`src/rtl/mem_word_initiator_pkg.sv`:
```
// Shared encodings for the byte-serial memory initiator: access sizes, FSM states,
// default busy timeout and small request-decoding helpers.
package mem_word_initiator_pkg;

    localparam logic [1:0] SIZE_BYTE    = 2'd0;
    localparam logic [1:0] SIZE_HALF    = 2'd1;
    localparam logic [1:0] SIZE_WORD    = 2'd2;
    localparam logic [1:0] SIZE_ILLEGAL = 2'd3;

    localparam int DEFAULT_TIMEOUT_CYCLES = 16;

    typedef enum logic [1:0] {
        IDLE  = 2'd0,
        ISSUE = 2'd1,
        WAIT  = 2'd2,
        RESP  = 2'd3
    } state_t;

    // Index of the final beat: 0, 1 or 3 for byte, halfword, word.
    function automatic logic [1:0] last_beat(input logic [1:0] size);
        logic [1:0] idx;
        idx = 2'd3;
        case (size)
            SIZE_BYTE: idx = 2'd0;
            SIZE_HALF: idx = 2'd1;
            default:   idx = 2'd3;
        endcase
        return idx;
    endfunction

    function automatic logic req_illegal(input logic [1:0] size, input logic [1:0] addr_lo);
        logic bad;
        bad = 1'b0;
        case (size)
            SIZE_BYTE: bad = 1'b0;
            SIZE_HALF: bad = addr_lo[0];
            SIZE_WORD: bad = (addr_lo != 2'd0);
            default:   bad = 1'b1;
        endcase
        return bad;
    endfunction

    // Left-justify the store data so the first (most significant) beat sits in [31:24].
    function automatic logic [31:0] align_store(input logic [1:0] size, input logic [31:0] wdata);
        logic [31:0] d;
        d = wdata;
        case (size)
            SIZE_BYTE: d = {wdata[7:0], 24'h0};
            SIZE_HALF: d = {wdata[15:0], 16'h0};
            default:   d = wdata;
        endcase
        return d;
    endfunction

endpackage

```
`src/rtl/mem_word_initiator.sv`:
```
// Splits CPU byte/half/word accesses into big-endian byte beats on an 8-bit RAM port.
// Latency: 1 + 2*beats cycles from acceptance without stalls; errors respond next cycle.
// Backpressure: one transaction in flight, req_ready only in IDLE; ram_busy stretches WAIT.
module mem_word_initiator
    import mem_word_initiator_pkg::*;
#(
    parameter int ADDRESS_WIDTH  = 32,
    parameter int TIMEOUT_CYCLES = DEFAULT_TIMEOUT_CYCLES
) (
    input  logic                     clk,
    input  logic                     reset,
    input  logic                     req_valid,
    output logic                     req_ready,
    input  logic                     req_write,
    input  logic [1:0]               req_size,
    input  logic [ADDRESS_WIDTH-1:0] req_addr,
    input  logic [31:0]              req_wdata,
    output logic                     resp_valid,
    output logic [31:0]              resp_rdata,
    output logic                     resp_err,
    output logic [ADDRESS_WIDTH-1:0] ram_addr,
    output logic [7:0]               ram_wdata,
    output logic                     ram_we,
    input  logic [7:0]               ram_rdata,
    input  logic                     ram_busy
);

    localparam int TW = $clog2(TIMEOUT_CYCLES + 1);
    localparam logic [TW-1:0] TIMEOUT_LAST = TW'(TIMEOUT_CYCLES - 1);

    state_t                   state_q, state_d;
    logic                     write_q;
    logic                     err_q;
    logic [1:0]               last_q;
    logic [1:0]               beat_idx_q;
    logic [TW-1:0]            tcount_q;
    logic [ADDRESS_WIDTH-1:0] base_q;
    logic [ADDRESS_WIDTH-1:0] ram_addr_q;
    logic [7:0]               ram_wdata_q;
    logic [31:0]              sdata_q;
    logic [31:0]              result_q;

    logic        accept, illegal, beat_done, is_last, timed_out;
    logic [31:0] aligned;
    logic [ADDRESS_WIDTH-1:0] next_addr;

    assign accept    = (state_q == IDLE) && req_valid;
    assign illegal   = req_illegal(req_size, req_addr[1:0]);
    assign aligned   = align_store(req_size, req_wdata);
    assign beat_done = (state_q == WAIT) && !ram_busy;
    assign is_last   = (beat_idx_q == last_q);
    assign timed_out = (state_q == WAIT) && ram_busy && (tcount_q == TIMEOUT_LAST);
    assign next_addr = base_q + ADDRESS_WIDTH'(beat_idx_q + 2'd1);

    always_ff @(posedge clk) begin
        if (reset) state_q <= IDLE;
        else       state_q <= state_d;
    end

    always_comb begin
        state_d = state_q;
        case (state_q)
            IDLE:  if (req_valid) state_d = illegal ? RESP : ISSUE;
            ISSUE: state_d = WAIT;
            WAIT: begin
                if (beat_done)      state_d = is_last ? RESP : ISSUE;
                else if (timed_out) state_d = RESP;
            end
            RESP:  state_d = IDLE;
            default: state_d = IDLE;
        endcase
    end

    always_comb begin
        req_ready  = (state_q == IDLE);
        resp_valid = (state_q == RESP);
        resp_err   = resp_valid && err_q;
        resp_rdata = (resp_valid && !err_q) ? result_q : 32'h0;
        ram_we     = (state_q == ISSUE) && write_q;
        ram_addr   = ram_addr_q;
        ram_wdata  = ram_wdata_q;
    end

    always_ff @(posedge clk) begin
        if (reset) begin
            write_q     <= 1'b0;
            err_q       <= 1'b0;
            last_q      <= 2'd0;
            beat_idx_q  <= 2'd0;
            tcount_q    <= '0;
            base_q      <= '0;
            ram_addr_q  <= '0;
            ram_wdata_q <= 8'h0;
            sdata_q     <= 32'h0;
            result_q    <= 32'h0;
        end else if (accept) begin
            write_q    <= req_write;
            base_q     <= req_addr;
            last_q     <= last_beat(req_size);
            err_q      <= illegal;
            result_q   <= 32'h0;
            beat_idx_q <= 2'd0;
            tcount_q   <= '0;
            // Rejected requests leave the RAM port untouched.
            if (!illegal) begin
                ram_addr_q <= req_addr;
                if (req_write) begin
                    ram_wdata_q <= aligned[31:24];
                    sdata_q     <= {aligned[23:0], 8'h0};
                end
            end
        end else if (beat_done) begin
            tcount_q <= '0;
            if (!write_q) result_q <= {result_q[23:0], ram_rdata};
            if (!is_last) begin
                beat_idx_q <= beat_idx_q + 2'd1;
                ram_addr_q <= next_addr;
                if (write_q) begin
                    ram_wdata_q <= sdata_q[31:24];
                    sdata_q     <= {sdata_q[23:0], 8'h0};
                end
            end
        end else if ((state_q == WAIT) && ram_busy) begin
            tcount_q <= tcount_q + TW'(1);
            if (timed_out) begin
                err_q    <= 1'b1;
                result_q <= 32'h0;
            end
        end
    end

endmodule

```
`config.mk`:
```
export PLATFORM = sky130hd
export DESIGN_NAME = mem_word_initiator
export DESIGN_NICKNAME = d
export VERILOG_FILES = /design/src/rtl/mem_word_initiator_pkg.sv /design/src/rtl/mem_word_initiator.sv
export SDC_FILE = /design/constraint.sdc
export NUM_CORES = 1
export LEC_CHECK = 0
export CORE_MARGIN = 1
export CORE_UTILIZATION = 47
export DETAILED_ROUTE_END_ITERATION = 12
export PLACE_DENSITY = 0.82
export SYNTH_ARGS = -nofsm -noshare
export SYNTH_HDL_FRONTEND = slang
export SYNTH_SLANG_ARGS = --single-unit
```
`constraint.sdc`:
```
create_clock -name clk -period 4.15 [get_ports clk]
set_input_delay 0.83 -clock clk [delete_from_list [all_inputs] [get_ports clk]]
set_output_delay 0.83 -clock clk [all_outputs]
set_load 0.01 [all_outputs]
```
==> commit_impl_results.txt, run 1 <==
Add synthesis and place-and-route results

* Share of the yosys chip area belonging to registers: 41.4%
- The tree is rooted in a sky130_fd_sc_hd__clkbuf_16.
- In this run the full chip footprint comes out at 0.0150 mm^2.
* Startpoint type of the worst setup path: flip-flop
* Cell accounting for the most synthesized area: sky130_fd_sc_hd__dfxtp_1
- Wire length reported by the detailed router: 18500 um
- The cell area that synthesis handed to floorplanning was 0.00681 mm^2.
- By area the synthesized netlist is led by sky130_fd_sc_hd__dfxtp_1 41%, sky130_fd_sc_hd__nand2_1 9.8%, sky130_fd_sc_hd__a21oi_1 7.2%.
- In this build the clock could be raised as far as 323 MHz.
- Tool Warnings: 26
- YS warnings: 0
* Global-route usage over all layers: 25.1%
* Port buffer count: 154
* Worst rel slew slack: 38.5%
* Utilization of the core after routing: 64.7%
- Number of different library cells in the post-synthesis netlist: 71
- Synthesis inferred 141 register bits.
- The timing report attributes the biggest portion of critical-path delay to buffers and inverters.
- The smallest clock period supported by the final layout is computed as 3090 ps.
- Global-route wire length before repair: 29700 um
* Unrepaired setup endpoints after global routing: false
- At the end of routability-driven placement, the weighted congestion stood at 0.842.
- Vias after detailed routing: 6599
- The area taken by sequential standard cells is reported as 0.00282 mm^2.
* Diode insertion count for antenna repair: 0
- Clock buffer count from CTS: 17
- Final setup violation count: 0
* Vias per std cell: 5.65
- After global routing the overflow that remains totals 0.
* Worst R2R Start: beat_idx_q[0]$_SDFFE_PP0P_
* Path type of the worst min-delay path: reg -> reg
- Number of instances on the worst hold path: 2
- Hold path startpoint: result_q[24]$_SDFFE_PP0P_
- The final max-slew violation count recorded for this run is 0.
* CTS H-Tree Depth: 4
- The layout has 1196 filler cells.
- The worst-case reg-to-reg setup slack stands at 1470 ps.
- Residual DRC: 0
- CP Buf/Inv Count: 2
- After synthesis, the mean cell area works out to 7.94 um^2.
- Area growth syn-to-layout: 32.8%
- After synthesis, the largest area contributor takes up 41.4% of total cell area.
- Area of the multi-input gates: 0.00367 mm^2
- At the floorplan stage, the core utilization is reported as 48.7%.
- Async set-reset flop share out of synthesis: 0%
- Fraction of final layout cells sized beyond drive strength 1: 6.99%
* Leak Pwr: 3.11 nW
* Critical path cell sequence: and2_1, nor2b_1, buf_4, and2_1, clkdlybuf4s50_1
* Number of iterations in the first detailed-routing pass: 5
* Post-CTS setup-driven buffer insertion count: 0
* Sink of the worst hold path: result_q[24]$_SDFFE_PP0P_
- The synthesized netlist devotes 19.9% of its cell area to compound gates.
* Data required time at the worst endpoint: 3320 ps
- Per the placement report, the placed cell count is 1136.
* Ratio of total power to cell area: 398 mW/mm^2
- Looking at the setup timing report, the critical path kind is reg -> out.
- Adder Area Share: 1.03%
- Non-filler cells in the finished layout: 1167
* Most common cell in the netlist: sky130_fd_sc_hd__nand2_1
- Final HPWL DP: 12200 um
- Depth of the worst register-to-register path: 8
* Critical-path maximum fanout: 32
* Mapped Nets: 942
- Per the CTS log, the buffer count on the longest clock path is 2.
- Top comb family, area: simple AND/OR/NAND/NOR gates
* CTS tree: done
- Most common cell on crit path: sky130_fd_sc_hd__and2_1
- Die height: 122 um
* Cell type of the slowest stage on the worst timing path: sky130_fd_sc_hd__dfxtp_1
- In this run the remaining antenna-violating nets after routing total 0.
- The synthesized design contains 0 enable-type register cells.
- For reference, the clock transition at the flip-flops on the worst setup and hold paths is 60 ps.
- Counting every instance in the synthesized netlist gives 858.
- After routing, the total negative slack on setup checks comes to 0 ps.
* Run status: finished clean
- Part of the cycle the worst path needs: 74.6%
- The longest incremental delay of any stage on the critical path is reported as 530 ps.
- Leading cell types by count after synthesis: 177 x sky130_fd_sc_hd__nand2_1, 141 x sky130_fd_sc_hd__dfxtp_1, 98 x sky130_fd_sc_hd__a21oi_1
- Worst-Margin Slew: 923 ps
* First-iteration detailed-routing DRC count: 589
## run 1: worst register-to-register path, stage by stage, from the launching register on
cell and delay [ps]:
sky130_fd_sc_hd__dfxtp_1 410, sky130_fd_sc_hd__inv_1 70, sky130_fd_sc_hd__ha_1 230, sky130_fd_sc_hd__fa_1 440, sky130_fd_sc_hd__nand4b_4 290, sky130_fd_sc_hd__nor3_4 350, sky130_fd_sc_hd__or3b_1 400, sky130_fd_sc_hd__a311o_1 310
sky130_fd_sc_hd__a21oi_1 110
## run 1: where the power goes
part / total [mW] / switching [mW] / internal [mW]
logic: 0.505 / 0.283 / 0.221
registers: 1.48 / 0.0653 / 1.42
clock network: 1.61 / 0.580 / 1.03
## run 1: routing by layer
layer	routed length, um	global-route usage, %	vias to the layer above	part of all wire, %
met5	0	0	-	0
met4	278	8.77	0	1.5
met3	1150	5.39	18	6.2
met2	8950	40.5	232	48
met1	8080	33.1	3087	44
li1	-	-	3262	-
## run 1: how the worst max path moves through the flow
stage | startpoint | endpoint | slack, ps | depth (start not counted)
detailed placement | req_size[0] | ram_addr[30]$_SDFFE_PP0P_ | 860 | 7
finish | state_q[0]$_SDFFE_PP0P_ | resp_rdata[26] | 1060 | 5
global route | state_q[0]$_SDFFE_PP0P_ | resp_rdata[26] | 900 | 5
floorplan | beat_idx_q[0]$_SDFFE_PP0P_ | ram_addr[16]$_SDFFE_PP0P_ | 1810 | 8
CTS | state_q[0]$_SDFFE_PP0P_ | resp_rdata[0] | 1040 | 5
global placement | req_valid | ram_addr[16]$_SDFFE_PP0P_ | 960 | 8
## run 1: layout make-up
type	instances	share of cell area, %
Clock inverter	11	1.84
Sequential cell	141	31.2
Tap cell	180	2.49
Multi-Input combinational cell	637	40.6
Inverter	8	0.332
Clock buffer	20	5.05
Timing Repair Buffer	170	18.5
## run 1: per-stage QoR
| step | area, um^2 | hold slack, ps | setup slack [ps] |
|---|---|---|---|
| 4_1_cts | 9040 | 447 | 1040 |
| 2_1_floorplan | 6810 | 427 | 1810 |
| 6_report | 9040 | 447 | 1060 |
| 3_5_place_dp | 8420 | 439 | 857 |
| 5_1_grt | 9040 | 466 | 898 |
| 3_3_place_gp | 8420 | 435 | 957 |
## run 1: cells in the final DEF, fill, tap and decap left out, types with 9 or more instances in the layout
cell,instances
sky130_fd_sc_hd__nand2_1,176
sky130_fd_sc_hd__clkdlybuf4s50_1,153
sky130_fd_sc_hd__dfxtp_1,141
sky130_fd_sc_hd__a21oi_1,98
sky130_fd_sc_hd__nand3_1,60
sky130_fd_sc_hd__nor2_1,40
sky130_fd_sc_hd__and2_1,38
sky130_fd_sc_hd__o21ai_0,24
sky130_fd_sc_hd__xor2_1,21
sky130_fd_sc_hd__nand4_1,19
sky130_fd_sc_hd__a311oi_1,18
sky130_fd_sc_hd__clkbuf_16,17
sky130_fd_sc_hd__buf_4,15
sky130_fd_sc_hd__nor3_1,11
sky130_fd_sc_hd__mux2i_1,11
sky130_fd_sc_hd__o211ai_1,9
Figure 1. Gate families picked out (run 1).
Scale: 3 px per um.
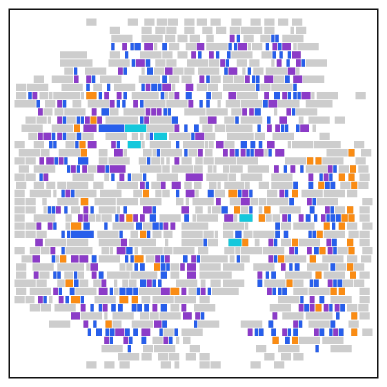
[cyan] fa/ha/maj cells | cells: 5
[orange] and/or cells | cells: 56
[purple] aoi and oai cells | cells: 178 | where: all over the die
[blue] nand cells | cells: 262 | where: all over the die

Figure 2. Clock wiring as the flow saved it (run 1).
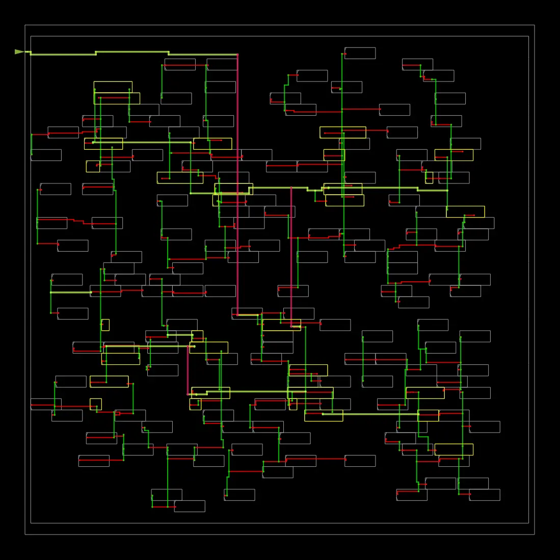
clock tree buffer count of the final layout: 20
clk sink count: 141
Skew-Pair Late Insertion Delay: 420 ps
worst setup skew after layout: 7.06 ps

Figure 3. Met4 routing (run 1).
Scale: 3 px per um.
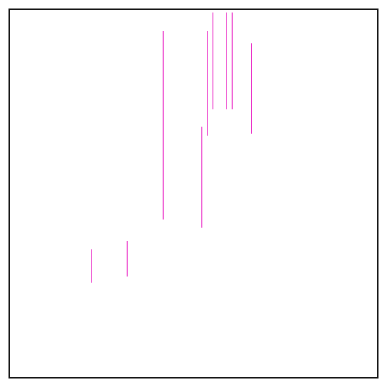
longest straight run: 62.6 um
share of all routed wire: 1.5%
wire length on this layer: 279 um
nets with wire on the layer: 8
main direction: vertical

## Run 2: what changed since run 1
Clock period 4.15 ns to 2.9 ns, I/O delays scaled along.
Figure 4. I/O pins on the die edge (run 2).
Scale: 3 px per um. Pins as bars across the die edge, other pins in grey.
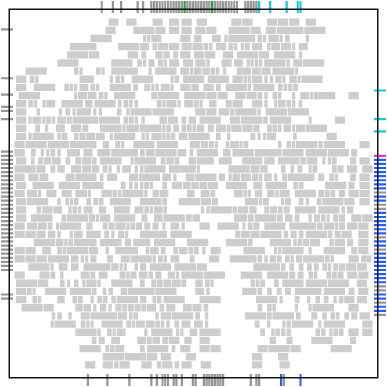
[blue] resp_rdata | pins: 32 | direction: output | edge: 30 east, 2 south
[cyan] ram_wdata | pins: 8 | direction: output | edge: 5 north, 3 east
[green] req_size | pins: 2 | direction: input | edge: north
[magenta] ram_busy | pins: 1 | direction: input | edge: east
all pins by edge: 47 north, 43 east, 38 west, 27 south

==> run 2 against run 1 <==
- combinational power is about 50% higher
- hold slack gained 0.93 ps
- final area fell by 0.17%
- cell count rose by 0.43%
- clock-buffer cell count increased by 5
- critical endpoint is now ram_addr[16]$_SDFFE_PP0P_
- die size is the same
==> commit_impl_results.txt, run 2 <==
Add synthesis and place-and-route results

- Run status: finished clean (unchanged).
- The data required time of the worst path was 3250 ps (was 3320 ps).
- The post-synthesis async set-or-reset flop share was 0% (unchanged).
- The sequential share of the synthesized area is 41.4% (unchanged).
- Final Hold Violation Tally: 0 (unchanged)
* Mapped Nets: 942 (unchanged)
- F_max: 371 MHz
* Area of the multi-input gates: 0.00367 mm^2 (unchanged)
* Initial Util: 48.7% (unchanged)
* Worst setup EP type: flip-flop (was output port)
- X dimension of the die: 122 um (unchanged)
- The power spent charging and discharging nets was 1.26 mW (was 929 uW).
* Critical-path maximum fanout: 7 (was 32)
- Top Family by Delay on Critical Path: simple AND/OR/NAND/NOR gates (was buffers and inverters)
* Path type of the worst min-delay path: reg -> reg (unchanged)
- The source of the worst register-to-register timing path is beat_idx_q[0]$_SDFFE_PP0P_ (unchanged).
- Fin Setup TNS: 0 ps (unchanged)
- Mapped Area: 0.00681 mm^2 (unchanged)
- Hold path startpoint: result_q[26]$_SDFFE_PP0P_ (was result_q[24]$_SDFFE_PP0P_)
* Post-CTS setup-driven buffer insertion count: 0 (unchanged)
- Wire length reported by the detailed router: 18600 um (was 18500 um)
- Clk sink count: 141 (unchanged)
* Most common cell in the netlist: sky130_fd_sc_hd__nand2_1 (unchanged)
- The transition at the pin with the smallest max-transition slack came to 1070 ps (was 923 ps).
- Part of the cycle the worst path needs: 93.0%
- Category of the critical setup timing path: reg -> reg (was reg -> out)
* Leak Pwr: 3.12 nW (was 3.11 nW)
* Clock transition at the registers of the reported paths: 60 ps (about the same)
* Clock buffer count from CTS: 17 (unchanged)
- Cell types occupying the most area after synthesis: sky130_fd_sc_hd__dfxtp_1 41%, sky130_fd_sc_hd__nand2_1 9.8%, sky130_fd_sc_hd__a21oi_1 7.2% (unchanged).
- Post-CTS Resized: 0 (unchanged)
- Cells after Synth: 858 (unchanged)
- Final HPWL DP: 12500 um (was 12200 um)
- The hold buffer count at cts was 0 (unchanged).
- The number of H-tree levels was 4 (unchanged).
* Startpoint type of the worst setup path: flip-flop (unchanged)
- The total power divided by cell area was 533 mW/mm^2 (was 398 mW/mm^2).
- Global route overflow: 0 (unchanged)
* Number of fill cells: 1160 (was 1196)
- Part of the power in combinational logic: 15.8% (was 14.0%)
- The worst supply voltage drop on vdd is 363 uV (was 274 uV).
- The ratio of cells with drive above 1 in the final layout is 7.26% (was 6.99%).
* Leading cell types by count after synthesis: 177 x sky130_fd_sc_hd__nand2_1, 141 x sky130_fd_sc_hd__dfxtp_1, 98 x sky130_fd_sc_hd__a21oi_1 (unchanged)
- The cell type contributing the most total cell area after synthesis was sky130_fd_sc_hd__dfxtp_1 (unchanged).
- The root cell of the clock tree is sky130_fd_sc_hd__clkbuf_16 (unchanged).
- Data arrival time of the worst path: 3050 ps (was 2260 ps)
- Diode insertion count for antenna repair: 0 (unchanged)
* Final setup violation count: 0 (unchanged)
- The OpenROAD warning count came to 26 (unchanged).
- Global-route wire length before repair: 29900 um (was 29700 um)
- Global placement routability congestion: 0.812 (was 0.842)
* Number of nets in the final layout: 1068 (was 1059)
- Total count of max-transition violations in the final report: 0 (unchanged)
- The sequential power share was 43.9% (was 41.2%).
* Number of iterations in the first detailed-routing pass: 5 (unchanged)
* Skew-Pair Late Insertion Delay: 420 ps (about the same)
* Total power after layout: 4.81 mW (was 3.60 mW)
- Worst rel slew slack: 28.8% (was 38.5%)
- Top logic cells by instance count in the layout: 176 x sky130_fd_sc_hd__nand2_1, 153 x sky130_fd_sc_hd__clkdlybuf4s50_1, 141 x sky130_fd_sc_hd__dfxtp_1 (unchanged)
* Routed Antenna Nets: 0 (unchanged)
- Cell type of the slowest stage on the worst timing path: sky130_fd_sc_hd__fa_1 (was sky130_fd_sc_hd__dfxtp_1)
- Residual DRC: 0 (unchanged)
* Number of synthesized flops with an enable pin: 0 (unchanged)
* Worst Setup SP: beat_idx_q[0]$_SDFFE_PP0P_ (was state_q[0]$_SDFFE_PP0P_)
- First-iteration detailed-routing DRC count: 646 (was 589)
* Crit path time final: 2700 ps
* Flip-flop cell with the highest count after synthesis: sky130_fd_sc_hd__dfxtp_1 (unchanged)
* Max cap viols: 0 (unchanged)
* Max Root-Sink Buffers: 2 (unchanged)
- The CTS tree is done (unchanged).
- Number of antenna violations at the first check in global routing: 0 (unchanged)
- The share of the synthesized area in the top cell type is 41.4% (unchanged).
- Commonest non-fill, non-tap cell in the layout: sky130_fd_sc_hd__nand2_1 (unchanged)
- Chip area: 0.0150 mm^2 (unchanged)
- Synthesis-stage register bit count: 141 (unchanged)
* Std-Cell Core Area: 0.0140 mm^2 (unchanged)
- Number of different library cells in the post-synthesis netlist: 71 (unchanged)
- The total cells reported by yosys after synthesis was 858 (unchanged).
* Average footprint of a synthesized cell: 7.94 um^2 (unchanged)
- The proportion of power drawn by the clock network was 40.3% (was 44.8%).
- The signed area change from the synthesized netlist to the final layout was 32.6% (was 32.8%).
* I/O pin total: 155 (unchanged)
* Standard-cell row count: 43 (unchanged)
- The biggest cell delay along the critical path came to 440 ps (was 530 ps).
* Largest net degree at the start of global routing: 84 (unchanged)
- The area figure in the yosys stat output came to 0.00681 mm^2 (unchanged).
- Die height: 122 um (unchanged)
- Unrepaired setup endpoints after global routing: false (unchanged)
- The switching part of the total power is 26.2% (was 25.8%).
* Port buffer count: 154 (unchanged)
- The cell-internal power came to 3.55 mW (was 2.67 mW).
* Vias after detailed routing: 6713 (was 6599)
* CP Buf/Inv Count: 1 (was 2)
- The area taken by flip-flops and latches came to 0.00282 mm^2 (unchanged).
* Vias in the first global route: 6152 (was 5928)
* YS warnings: 0 (unchanged)
- The overall fraction of global-route tracks in use was 25.2% (was 25.1%).
* Wire length per cell after detailed routing: 15.8 um (about the same)
* Critical path cell sequence: inv_1, ha_1, fa_1, nand4b_4, nor3_4, or3b_1, a311o_1, a21oi_1 (was and2_1, nor2b_1, buf_4, and2_1, clkdlybuf4s50_1)
* Vias per std cell: 5.73 (was 5.65)
Figure 5. Clock wiring as the flow saved it (run 2).
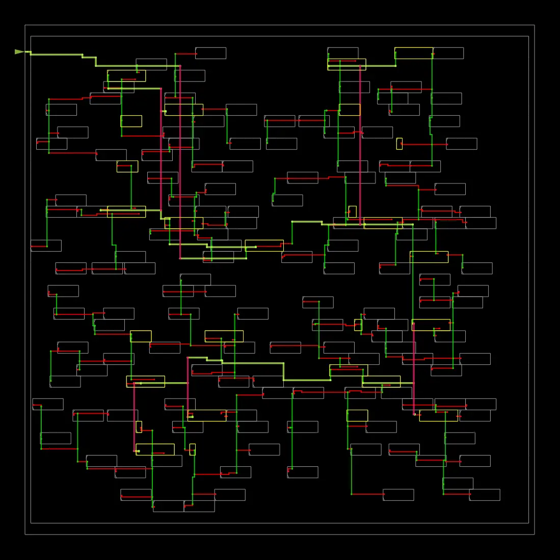
worst setup skew after layout: 12.2 ps
clk pwr: 1.94 mW

==> run 2: cells by family (layout without fill, tap and decap cells) <==
kind of cell,count (synthesis),after routing,synth area share (%)
simple gates,383,383,27.2
compound gates,209,209,19.9
mux,11,11,1.62
buf+inv,80,214,5.02
xor+xnor,29,29,3.73
fa+ha+maj,5,5,1.03
flops,141,141,41.4
==> run 2: area by class of cell <==
type | instances | share of cell area, %
clock buffers | 25 | 5.60
inverters | 8 | 0.333
repair buffers | 179 | 19.5
flip-flops and latches | 141 | 31.3
clock inverters | 2 | 0.111
multi-input cells | 637 | 40.7
well taps | 180 | 2.49
==> run 2: routing by layer <==
layer	up-vias	share of wire, %	GRT usage (%)
met4	0	2.8	11.0
met2	269	47	40.2
met5	-	0	0
met1	3123	44	32.8
met3	39	7.0	5.39
li1	3282	-	-
==> run 2: stage by stage <==
stage	std cells	hold WS [ps]	setup slack [ps]	util (%)	area, um^2
2_1_floorplan	858	427	564	-	6810
3_3_place_gp	1145	433	179	60.9	8510
3_5_place_dp	1145	441	154	60.9	8510
4_1_cts	1172	449	202	64.5	9030
6_report	1172	448	204	64.5	9030
5_1_grt	1172	454	37.5	64.5	9030
==> run 2: power by group through the flow <==
stage	sequential, mW	combinational [mW]	clock (mW)
floorplan	2.15	0.413	0
global placement	2.15	0.748	0
detailed placement	2.15	0.754	0
CTS	2.11	0.758	1.97
global route	2.12	0.829	2.05
finish	2.11	0.759	1.94
==> run 2: tightest hold or removal path, delay by kind of cell (launching register included) <==
family             cells  cell delay (ps)
DFF                    1              300
AOI/OAI and AO/OA      1               50
and+or+nand+nor        1               50
==> run 2: worst paths after layout <==
path | endpoint | slack [ps] | cells after the start
worst min-delay path | result_q[26]$_SDFFE_PP0P_ | 450 | 2
worst min register to register | result_q[26]$_SDFFE_PP0P_ | 450 | 2
worst max register to register | ram_addr[16]$_SDFFE_PP0P_ | 200 | 8
worst max-delay path | ram_addr[16]$_SDFFE_PP0P_ | 200 | 8
## Run 3: what changed since run 2
Settings changed: ABC_AREA from default to 0.
Figure 6. I/O pins on the die edge (run 3).
Scale: 3 px per um. Pins as bars across the die edge, other pins in grey.
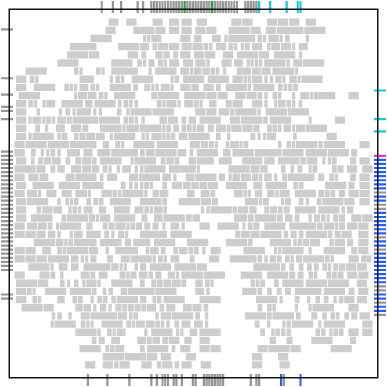
[cyan] ram_wdata | pins: 8 | direction: output | edge: 5 north, 3 east
[magenta] ram_busy | pins: 1 | direction: input | edge: east
[blue] resp_rdata | pins: 32 | direction: output | edge: 30 east, 2 south
[green] req_size | pins: 2 | direction: input | edge: north

==> run 3 against run 2 <==
- cell count unchanged
- clock-buffer cell count is the same
- via count did not move
- sequential power hardly changed
- clock skew unchanged
- global-route usage did not move
- combinational power is essentially flat
- highest routed layer unchanged
- final area is the same
- core utilization is the same
- non-clock buffer count did not move
- maximum frequency did not move
- worst setup slack unchanged
==> commit_impl_results.txt, run 3 <==
Add synthesis and place-and-route results

- The largest net degree at the start of global routing came to 84 (unchanged).
- The warning count from the yosys run is 0 (unchanged).
- The worst min-delay path startpoint was result_q[26]$_SDFFE_PP0P_ (unchanged).
* Startpoint type of the worst setup path: flip-flop (unchanged)
- The average routed wire per standard cell came to 15.8 um (unchanged).
- Met2 Resource Use GR: 40.2% (unchanged)
* Mapped Area: 0.00681 mm^2 (unchanged)
* Number of different library cells in the post-synthesis netlist: 71 (unchanged)
- The worst supply voltage drop on vdd came to 363 uV (unchanged).
- Yosys cell count: 858 (unchanged)
* Unrepaired setup endpoints after global routing: false (unchanged)
- Routed Antenna Nets: 0 (unchanged)
- Total power after layout: 4.81 mW (unchanged)
* Category of the critical setup timing path: reg -> reg (unchanged)
* Vias after detailed routing: 6713 (unchanged)
- The transition at the pin with the smallest max-transition slack is 1070 ps (unchanged).
- The number of gates resized after cts was 0 (unchanged).
- Critical path cell sequence: inv_1, ha_1, fa_1, nand4b_4, nor3_4, or3b_1, a311o_1, a21oi_1 (unchanged)
- Utilization of the core after routing: 64.5% (unchanged)
- Global placement routability congestion: 0.812 (unchanged)
- The source of the worst register-to-register timing path is beat_idx_q[0]$_SDFFE_PP0P_ (unchanged).
* Run status: finished clean (unchanged)
- The met1 global-route usage is 32.8% (unchanged).
- Ratio of total power to cell area: 533 mW/mm^2 (unchanged)
- Share of the yosys chip area belonging to registers: 41.4% (unchanged)
- Most common cell in the netlist: sky130_fd_sc_hd__nand2_1 (unchanged)
- GRT Max-Usage Layer: met2 (unchanged)
- Net switching power figure: 1.26 mW (unchanged)
* Global-route usage over all layers: 25.2% (unchanged)
- Synthesis-stage register bit count: 141 (unchanged)
- The buffer and inverter count on the worst path was 1 (unchanged).
* Standard-cell row count: 43 (unchanged)
* Area growth syn-to-layout: 32.6% (unchanged)
- Part of the cycle the worst path needs: 93.0% (unchanged)
* Critical-path maximum fanout: 7 (unchanged)
- The violation count after the first detailed-route iteration came to 646 (unchanged).
* Internal Pwr Total: 3.55 mW (unchanged)
- Residual DRC: 0 (unchanged)
- Average footprint of a synthesized cell: 7.94 um^2 (unchanged)
* Post-CTS setup-driven buffer insertion count: 0 (unchanged)
- The area figure in the yosys stat output came to 0.00681 mm^2 (unchanged).
* Skew-Pair Late Insertion Delay: 420 ps (about the same)
* Cell type of the slowest stage on the worst timing path: sky130_fd_sc_hd__fa_1 (unchanged)
* Instance area at placement: 0.00851 mm^2 (unchanged)
- The initial antenna violation count is 0 (unchanged).
- Die height: 122 um (unchanged)
- Worst setup skew after layout: 12.2 ps (unchanged)
* Worst rel slew slack: 28.8% (unchanged)
- The biggest cell delay along the critical path was 440 ps (about the same).
- The post-placement setup slack came to 154 ps (unchanged).
- Final critical-path setup slack: 204 ps (unchanged)
- Final Hold Violation Tally: 0 (unchanged)
- The total of fill cells in the finished design was 1160 (unchanged).
* Clock buffer count from CTS: 17 (unchanged)
* Top logic cells by instance count in the layout: 176 x sky130_fd_sc_hd__nand2_1, 153 x sky130_fd_sc_hd__clkdlybuf4s50_1, 141 x sky130_fd_sc_hd__dfxtp_1 (unchanged)
- The final-report max-slew violation count came to 0 (unchanged).
- Root Buffer Master: sky130_fd_sc_hd__clkbuf_16 (unchanged)
* Initial Util: 48.7% (unchanged)
* Post-route cell area: 0.00903 mm^2 (unchanged)
- The cell total after placement is 1145 (unchanged).
- The reg-to-reg endpoint is ram_addr[16]$_SDFFE_PP0P_ (unchanged).
- The global-route wire length before repair was 29900 um (unchanged).
- Non-filler cells in the finished layout: 1172 (unchanged)
- Fraction of final layout cells sized beyond drive strength 1: 7.26% (unchanged)
- Flop-to-flop setup slack: 200 ps (about the same)
* Final setup violation count: 0 (unchanged)
- Async set-reset flop share out of synthesis: 0% (unchanged)
- The cell type contributing the most total cell area after synthesis is sky130_fd_sc_hd__dfxtp_1 (unchanged).
* Leak Pwr: 3.12 nW (unchanged)
- Max Root-Sink Buffers: 2 (unchanged)
* Data arrival time of the worst path: 3050 ps (about the same)
- The primary flip-flop cell chosen by synthesis mapping was sky130_fd_sc_hd__dfxtp_1 (unchanged).
- CTS H-Tree Depth: 4 (unchanged)
- Data required time at the worst endpoint: 3250 ps (about the same)
- The area taken by flip-flops and latches came to 0.00282 mm^2 (unchanged).
- The sequential power share was 43.9% (about the same).
- Leading cell types by count after synthesis: 177 x sky130_fd_sc_hd__nand2_1, 141 x sky130_fd_sc_hd__dfxtp_1, 98 x sky130_fd_sc_hd__a21oi_1 (unchanged).
* Commonest non-fill, non-tap cell in the layout: sky130_fd_sc_hd__nand2_1 (unchanged)
* Clk sink count: 141 (unchanged)
- Worst setup EP type: flip-flop (unchanged)
- The switching part of the total power is 26.2% (unchanged).
- Top Family by Delay on Critical Path: simple AND/OR/NAND/NOR gates (unchanged)
* Diode insertion count for antenna repair: 0 (unchanged)
* Part of the power in combinational logic: 15.8% (about the same)
- The post-synthesis net count is 942 (unchanged).
* Vias in the first global route: 6152 (unchanged)
* Clock network fraction of design power: 40.3% (about the same)
- The met3 track demand over resource was 5.39% (unchanged).
- Chip area: 0.0150 mm^2 (unchanged)
* Max-area cell share: 41.4% (unchanged)
* Clock transition at the registers of the reported paths: 60 ps (about the same)
* Port buffer count: 154 (unchanged)
- I/O pin total: 155 (unchanged)
- X dimension of the die: 122 um (unchanged)
- Final hold slack: 448 ps (unchanged)
- The area of the core region came to 0.0140 mm^2 (unchanged).
- The number of nets in the finished design is 1068 (unchanged).
- Global route overflow: 0 (unchanged)
- The final HPWL from detailed placement was 12500 um (unchanged).
- Crit path time final: 2700 ps (unchanged)
- The number of search-and-repair iterations in the first detailed-routing pass was 5 (unchanged).
- The class of the tightest hold or removal check is reg -> reg (unchanged).
* Depth of the worst register-to-register path: 8 (unchanged)
* CTS tree: done (unchanged)
* Wire length reported by the detailed router: 18600 um (unchanged)
- The number of cells on the worst hold path is 2 (unchanged).
* Sink of the worst hold path: result_q[26]$_SDFFE_PP0P_ (unchanged)
- Max cap viols: 0 (unchanged)
- F_max: 371 MHz (unchanged)
- Fin Setup TNS: 0 ps (unchanged)
- CTS Hold Bufs: 0 (unchanged)
- Cell types occupying the most area after synthesis: sky130_fd_sc_hd__dfxtp_1 41%, sky130_fd_sc_hd__nand2_1 9.8%, sky130_fd_sc_hd__a21oi_1 7.2% (unchanged).
- The OpenROAD warning count is 26 (unchanged).
- The combined area of the multi-input logic cells is 0.00367 mm^2 (unchanged).
- The via count normalized by instance count came to 5.73 (unchanged).
- The post-synthesis cell count came to 858 (unchanged).
* Number of synthesized flops with an enable pin: 0 (unchanged)
Figure 7. Met4 routing (run 3).
Scale: 3 px per um.
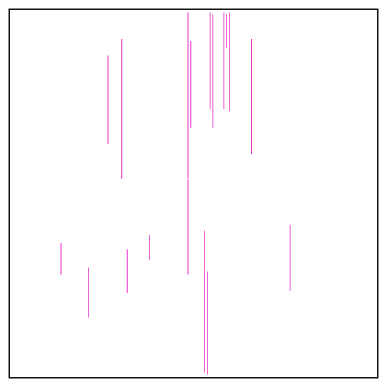
nets with wire on the layer: 14
longest straight run: 55.1 um
wire length on this layer: 525 um
main direction: vertical

## run 3: cell counts in the layout (fill, tap and decap cells not counted)
No cell type changed its count.
## run 3: cells by family (layout without fill, tap and decap cells)
logic type	Yosys count	after routing	share of synthesized area, %
AND/OR/NAND/NOR	383	383	27.2
AND-OR/OR-AND	209	209	19.9
flip-flops	141	141	41.4
buffers and inverters	80	214	5.02
XOR/XNOR	29	29	3.73
multiplexers	11	11	1.62
adder cells (fa/ha/maj)	5	5	1.03
## run 3: worst max path at each step
stage | from | to | slack, ps | depth (start not counted)
6_report | beat_idx_q[0]$_SDFFE_PP0P_ | ram_addr[16]$_SDFFE_PP0P_ | 200 | 8
3_3_place_gp | ram_busy | result_q[0]$_SDFFE_PP0P_ | 180 | 6
2_1_floorplan | beat_idx_q[0]$_SDFFE_PP0P_ | ram_addr[16]$_SDFFE_PP0P_ | 560 | 8
4_1_cts | beat_idx_q[0]$_SDFFE_PP0P_ | ram_addr[16]$_SDFFE_PP0P_ | 200 | 8
5_1_grt | beat_idx_q[0]$_SDFFE_PP0P_ | ram_addr[16]$_SDFFE_PP0P_ | 40 | 8
3_5_place_dp | ram_busy | result_q[16]$_SDFFE_PP0P_ | 150 | 6
## run 3: layout make-up
type	count	share of cell area, %
clock buffer	25	5.60
clock inverter	2	0.111
inverter	8	0.333
multi-input combinational	637	40.7
sequential	141	31.3
tap	180	2.49
timing repair buffer	179	19.5
## run 3: worst min-delay path, cell delays in order (launching register included)
cell,delay (ps)
sky130_fd_sc_hd__dfxtp_1,300
sky130_fd_sc_hd__nand2_1,50
sky130_fd_sc_hd__a21oi_1,50
## run 3: per-layer routing
layer / vias up / wire length [um]
li1: 3282 / -
met1: 3123 / 8100
met2: 269 / 8660
met3: 39 / 1290
met4: 0 / 524
met5: - / 0
## run 3: power by group through the flow
stage	sequential (mW)	clock, mW	combinational, mW
final	2.11	1.94	0.759
after global routing	2.12	2.05	0.829
after CTS	2.11	1.97	0.758
after detailed placement	2.15	0	0.754
after global placement	2.15	0	0.748
after floorplan	2.15	0	0.413
No activity file was given, so power comes from the tool's default toggle rates.
